==> run_1/detail.png <==
Bar = 10 µm. Region (30, 13) to (55, 38) µm. Cells in grey, sequential cells in the stronger grey; small squares are vias.
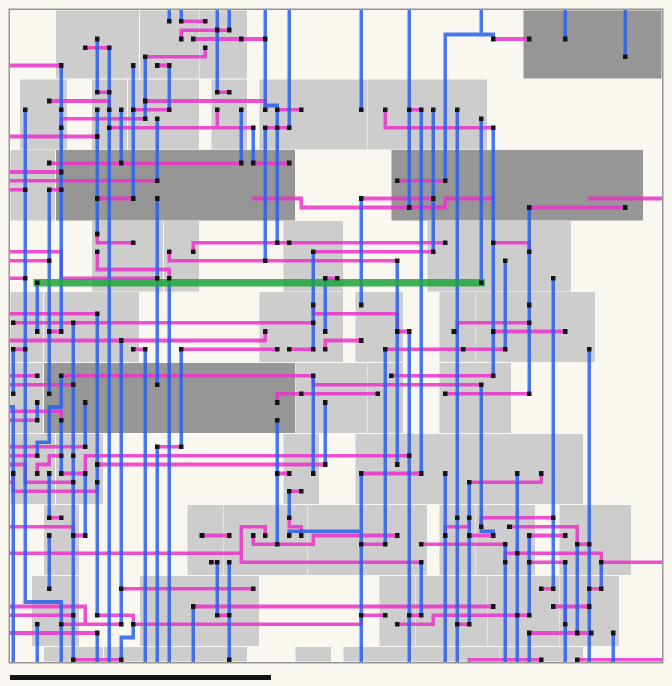
==> run_1/metal_density.png <==
The die is cut into 17 by 17 equal tiles; black is low, pale yellow is high, scaled to the fullest tile. Values are wire area over tile area, all layers added.
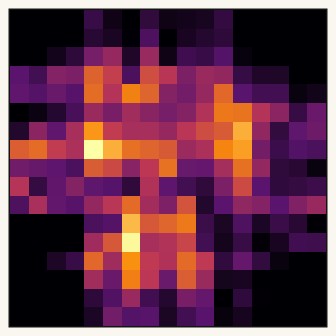
==> run_1/logic_types.png <==
Bar = 20 µm.
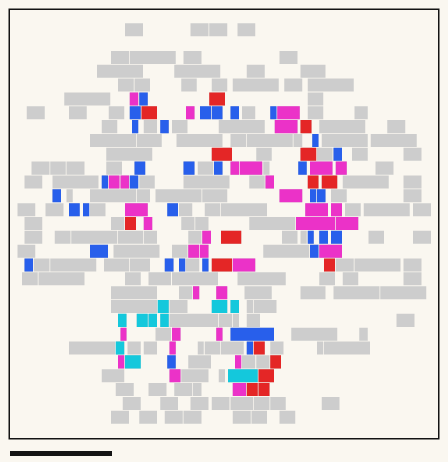
===== config.mk =====
export PLATFORM = sky130hd
export DESIGN_NAME = micro_sequencer
export DESIGN_NICKNAME = d
export VERILOG_FILES = /design/src/rtl/micro_pkg.sv /design/src/rtl/micro_rom.sv /design/src/rtl/micro_sequencer.sv
export SDC_FILE = /design/constraint.sdc
export NUM_CORES = 1
export LEC_CHECK = 0
export ABC_CLOCK_PERIOD_IN_PS = 2000
export CAP_MARGIN = 20
export CORE_UTILIZATION = 30
export DETAILED_ROUTE_END_ITERATION = 8
export PLACE_DENSITY = 0.61
export SYNTH_ARGS = -nofsm -noshare
export SYNTH_HDL_FRONTEND = slang
export SYNTH_SLANG_ARGS = --single-unit

===== constraint.sdc =====
create_clock -name clk -period 2 [get_ports clk]
set_input_delay 0.2 -clock clk [delete_from_list [all_inputs] [get_ports clk]]
set_output_delay 0.2 -clock clk [all_outputs]
set_load 0.02 [all_outputs]

===== src/rtl/micro_pkg.sv =====
// Shared types, entry points and microcode contents for the RV32 micro-sequencer.
package micro_pkg;

    typedef enum logic [1:0] {
        SEQ   = 2'd0,
        FETCH = 2'd1,
        DISP  = 2'd2,
        WAIT  = 2'd3
    } seq_sel_t;

    typedef struct packed {
        logic     mem_rd;
        logic     ir_ld;
        logic     pc_inc;
        logic     rf_rd;
        logic     alu_src_imm;
        logic     rf_we;
        seq_sel_t seq_sel;
    } microword_t;

    localparam logic [3:0] UA_FETCH  = 4'd0;
    localparam logic [3:0] UA_DECODE = 4'd2;
    localparam logic [3:0] UA_R      = 4'd3;
    localparam logic [3:0] UA_I      = 4'd6;

    localparam microword_t MW_NOP = '{1'b0, 1'b0, 1'b0, 1'b0, 1'b0, 1'b0, FETCH};

    // Field order: mem_rd, ir_ld, pc_inc, rf_rd, alu_src_imm, rf_we, seq_sel
    localparam microword_t MICRO_ROM [16] = '{
        '{1'b1, 1'b0, 1'b0, 1'b0, 1'b0, 1'b0, WAIT},   // 0 FETCH
        '{1'b0, 1'b1, 1'b1, 1'b0, 1'b0, 1'b0, SEQ},    // 1 LOAD
        '{1'b0, 1'b0, 1'b0, 1'b1, 1'b0, 1'b0, DISP},   // 2 DECODE
        '{1'b0, 1'b0, 1'b0, 1'b0, 1'b0, 1'b0, SEQ},    // 3 R_EXEC
        '{1'b0, 1'b0, 1'b0, 1'b0, 1'b0, 1'b1, FETCH},  // 4 R_WB
        MW_NOP,
        '{1'b0, 1'b0, 1'b0, 1'b0, 1'b1, 1'b0, SEQ},    // 6 I_EXEC
        '{1'b0, 1'b0, 1'b0, 1'b0, 1'b1, 1'b1, FETCH},  // 7 I_WB
        MW_NOP, MW_NOP, MW_NOP, MW_NOP,
        MW_NOP, MW_NOP, MW_NOP, MW_NOP
    };

endpackage


===== src/rtl/micro_rom.sv =====
// Combinational microcode ROM lookup: uPC -> microword.
module micro_rom
    import micro_pkg::*;
(
    input  logic [3:0] addr,
    output microword_t word
);

    assign word = MICRO_ROM[addr];

endmodule


===== src/rtl/micro_sequencer.sv =====
// Microprogram sequencer: holds uPC, decodes the ROM word into datapath strobes,
// counts retired instructions and flags unsupported dispatches.
module micro_sequencer
    import micro_pkg::*;
#(
    parameter int CNT_W = 32
) (
    input  logic             clk,
    input  logic             rst_n,
    input  logic             en,
    input  logic [3:0]       uPCd,
    input  logic             mem_ready,
    output logic [3:0]       uPC,
    output logic             mem_rd,
    output logic             ir_ld,
    output logic             pc_inc,
    output logic             rf_rd,
    output logic             alu_src_imm,
    output logic             rf_we,
    output logic             illegal,
    output logic [CNT_W-1:0] instret
);

    microword_t word;
    logic       active;
    logic       step;
    logic [3:0] next_upc;

    micro_rom u_rom (
        .addr (uPC),
        .word (word)
    );

    assign step = en & active;

    always_comb begin
        next_upc = uPC;
        case (word.seq_sel)
            SEQ:     next_upc = uPC + 4'd1;
            FETCH:   next_upc = UA_FETCH;
            DISP:    next_upc = uPCd;
            WAIT:    next_upc = mem_ready ? uPC + 4'd1 : uPC;
            default: next_upc = UA_FETCH;
        endcase
    end

    // Side-effecting strobes also need en so a frozen cycle cannot repeat them.
    assign mem_rd      = word.mem_rd      & active;
    assign rf_rd       = word.rf_rd       & active;
    assign alu_src_imm = word.alu_src_imm & active;
    assign ir_ld       = word.ir_ld       & step;
    assign pc_inc      = word.pc_inc      & step;
    assign rf_we       = word.rf_we       & step;

    always_ff @(posedge clk or negedge rst_n) begin
        if (!rst_n) begin
            uPC     <= UA_FETCH;
            active  <= 1'b0;
            illegal <= 1'b0;
            instret <= '0;
        end else begin
            active  <= 1'b1;
            illegal <= 1'b0;
            if (step) begin
                uPC <= next_upc;
                if (uPC == UA_DECODE && uPCd == UA_FETCH)
                    illegal <= 1'b1;
                // The writeback word is the last of every legal instruction.
                if (word.rf_we)
                    instret <= instret + CNT_W'(1);
            end
        end
    end

endmodule


==> results_dict.tcl, run 1 <==
# metrics dict for downstream scripts
set metrics [dict create \
    cp-end-kind "flop" \
    drc 8 \
    ys_async_sr_fraction_pct 100 \
    ys_seq_elements 38 \
    status "finished, violations left" \
    ys_seq_share_pct 47.0 \
    drtAntennaViolNets 0 \
    fp_nets 202 \
    wl_met1_um 2160 \
    violations "DRC" \
    fin_crit_ns 1.91 \
    cts.reportedPaths.clkPinSlew_ns 0.07 \
    maxPowerGroup "combinational logic" \
    worst-path-buf-inv 1 \
    ios 51 \
    clkLatencyLatePin_ns 0.30 \
    dpl_cell_area_mm2 0.00270 \
    highest_layer "met4" \
    clock_power_share_pct 23.0 \
    nFlopsAndLatches 38 \
    finalClockPeriodUsage_pct 95.5 \
]
## Picture notes: detail.png
layer	colour
metal 3	green
metal 1	magenta
metal 2	blue
cells with their middle in the window	44
sequential cells in the window	4
most frequent	buf_4 (6), nor2_1 (4)
netlist names of flops here include	instret (2), uPC (2)

## Picture notes: metal_density.png
emptiest ninth of the die	south-east
mean over tiles	0.11
fullest tile	0.41
tiles over half the peak	16%
nearly empty tiles	24%

## Picture notes: logic_types.png
family	colour	cells
nor cells	magenta	33
nand cells	blue	34
and/or cells	red	16
aoi and oai cells	cyan	10

==> run_1/clk_routes.png <==
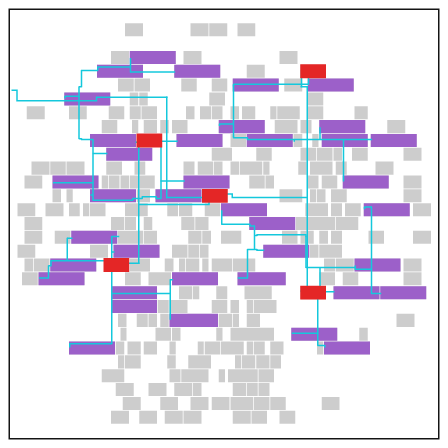

## Run 2: what changed since run 1
--- a/config.mk
+++ b/config.mk
@@ -7,9 +7,11 @@
 export LEC_CHECK = 0
 export ABC_CLOCK_PERIOD_IN_PS = 2000
 export CAP_MARGIN = 20
+export CELL_PAD_IN_SITES_DETAIL_PLACEMENT = 0
+export CELL_PAD_IN_SITES_GLOBAL_PLACEMENT = 1
 export CORE_UTILIZATION = 30
 export DETAILED_ROUTE_END_ITERATION = 8
-export PLACE_DENSITY = 0.61
+export PLACE_DENSITY = 0.74
 export SYNTH_ARGS = -nofsm -noshare
 export SYNTH_HDL_FRONTEND = slang
 export SYNTH_SLANG_ARGS = --single-unit
==> run_2/clk_routes.png <==
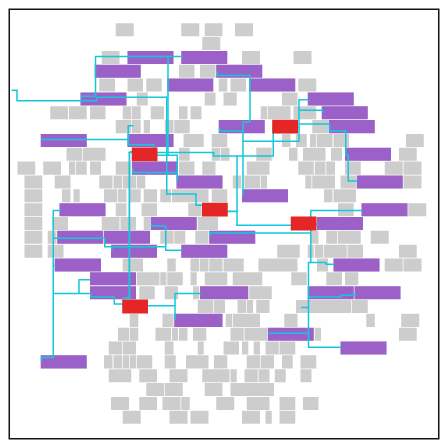
[flip-flops] purple | count: 38
[clock drivers] red | count: 5
[clock wires] cyan | length: 539 µm
routed clock nets	6
clock-net power: 649 µW
Clk pwr share: 25.7%
clk_lat worst skew: 0.29 ns
clk_skew: 0.00526 ns

==> run 2 against run 1 <==
Net effect: the run still ends with DRC left; first-iteration DRC count fell by 26%; critical path depth did not move; core utilization rose by 1.1 points; register-to-register slack improved by 0.02 ns; sequential share of layout area fell by 0.84 points; sequential cell count did not move; via count rose by 0.36%; synthesized cell count did not move; cell area rose by 2.6%; global-route usage rose by 0.23 points; clock-buffer cell count fell by 2; highest routed layer unchanged.
==> results_dict.tcl, run 2 <==
# metrics dict for downstream scripts
set metrics [dict create \
    ys_seq_share_pct 47.0 \
    ys_seq_elements 38 \
    crit_type "reg -> reg" \
    crit_chain "inv_1 -> ha_2 -> or3_4 -> nor4_4 -> xor2_1" \
    cts_max_path_buffers 2 \
    status "finished, violations left" \
    finalClockPeriodUsage_pct 94.4 \
    wl_met1_um 2290 \
    num-multi-input-gates 136 \
    r2r.worst_path.cells 5 \
    powerComb_uw 976 \
    setup_violations 0 \
    avgSynthCellArea_um2 10.8 \
    violations "DRC" \
    ir_drop_mv 0.365 \
    cts.reportedPaths.clkPinSlew_ns 0.08 \
    fin_crit_ns 1.89 \
    maxPowerGroup "combinational logic" \
    fp_util_pct 31.5 \
    cts_tree "yes" \
    yosysChipArea_mm2 0.00202 \
    cp_max_fo 8 \
    ys_async_sr_fraction_pct 100 \
    cts_resized 5 \
    worst-path-buf-inv 1 \
    ios 51 \
    final_cells 339 \
    wl_met2_um 2280 \
    fp_nets 202 \
    cp-end-kind "flop" \
    dpl_cell_area_mm2 0.00275 \
    drc 6 \
    nFlopsAndLatches 38 \
    highest_layer "met4" \
    drtAntennaViolNets 0 \
    buffers 74 \
    worstMarginPinSlew_ns 0.580 \
]
==> run_2/detail.png <==
Bar = 10 µm. Region (30, 13) to (55, 38) µm. Cells in grey, sequential cells in the stronger grey; small squares are vias.
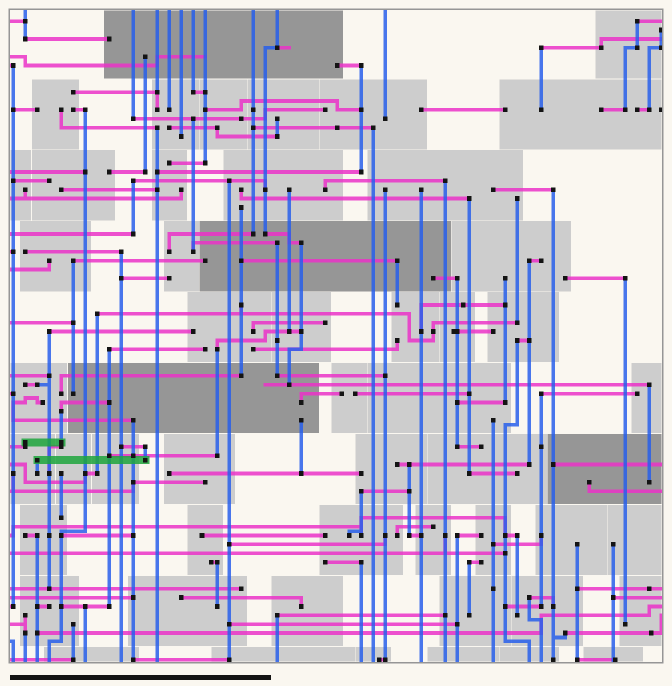

## Run 3: what changed since run 2
--- a/config.mk
+++ b/config.mk
@@ -12,6 +12,8 @@
 export CORE_UTILIZATION = 30
 export DETAILED_ROUTE_END_ITERATION = 8
 export PLACE_DENSITY = 0.74
+export REMOVE_ABC_BUFFERS = 1
+export SLEW_MARGIN = 20
 export SYNTH_ARGS = -nofsm -noshare
 export SYNTH_HDL_FRONTEND = slang
 export SYNTH_SLANG_ARGS = --single-unit
==> run_3/detail.png <==
Bar = 10 µm. Region (30, 13) to (55, 38) µm. Cells in grey, sequential cells in the stronger grey; small squares are vias.
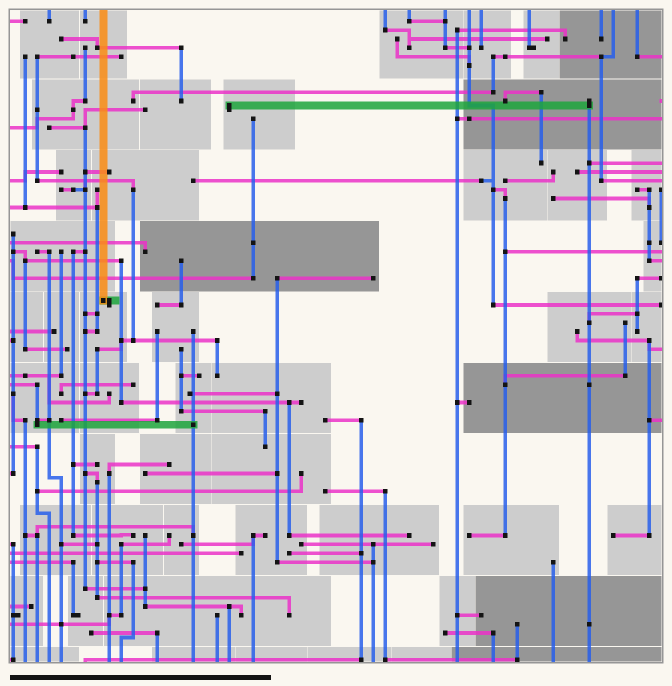
layer	colour
metal 1	magenta
metal 3	green
metal 2	blue
metal 4	orange
sequential cells in the window	4
netlist names of flops here include	instret (2)
most frequent	inv_1 (5), dfrtp_1 (4), buf_4 (4)
cells with their middle in the window	41

==> run 3 against run 2 <==
Net effect: routed wire length fell by 10%; largest power group is now registers; the flow still finishes with violations (DRC); first-iteration DRC count rose by 55%; maximum frequency rose by 1.4%; area after synthesis did not move; via count fell by 2.4%; die area did not move.
==> results_dict.tcl, run 3 <==
# metrics dict for downstream scripts
set metrics [dict create \
    status "finished, violations left" \
    violations "DRC" \
    cts_max_path_buffers 2 \
    powerComb_uw 875 \
    skew_ns 0.00306 \
    cp_max_fo 11 \
    wl_met2_um 1970 \
    drc 4 \
    clock_power_share_pct 23.2 \
    setup_violations 0 \
    nFlopsAndLatches 38 \
    clkLatencyLatePin_ns 0.28 \
    finalClockPeriodUsage_pct 93.1 \
    cts_tree "yes" \
    drtAntennaViolNets 0 \
    highest_layer "met4" \
    pg_clk_uw 532 \
    num-multi-input-gates 135 \
    cts.reportedPaths.clkPinSlew_ns 0.07 \
    ys_async_sr_fraction_pct 100 \
    ys_seq_share_pct 47.0 \
    ys_seq_elements 38 \
    dpl_cell_area_mm2 0.00267 \
]
No activity file was given, so power comes from the tool's default toggle rates.
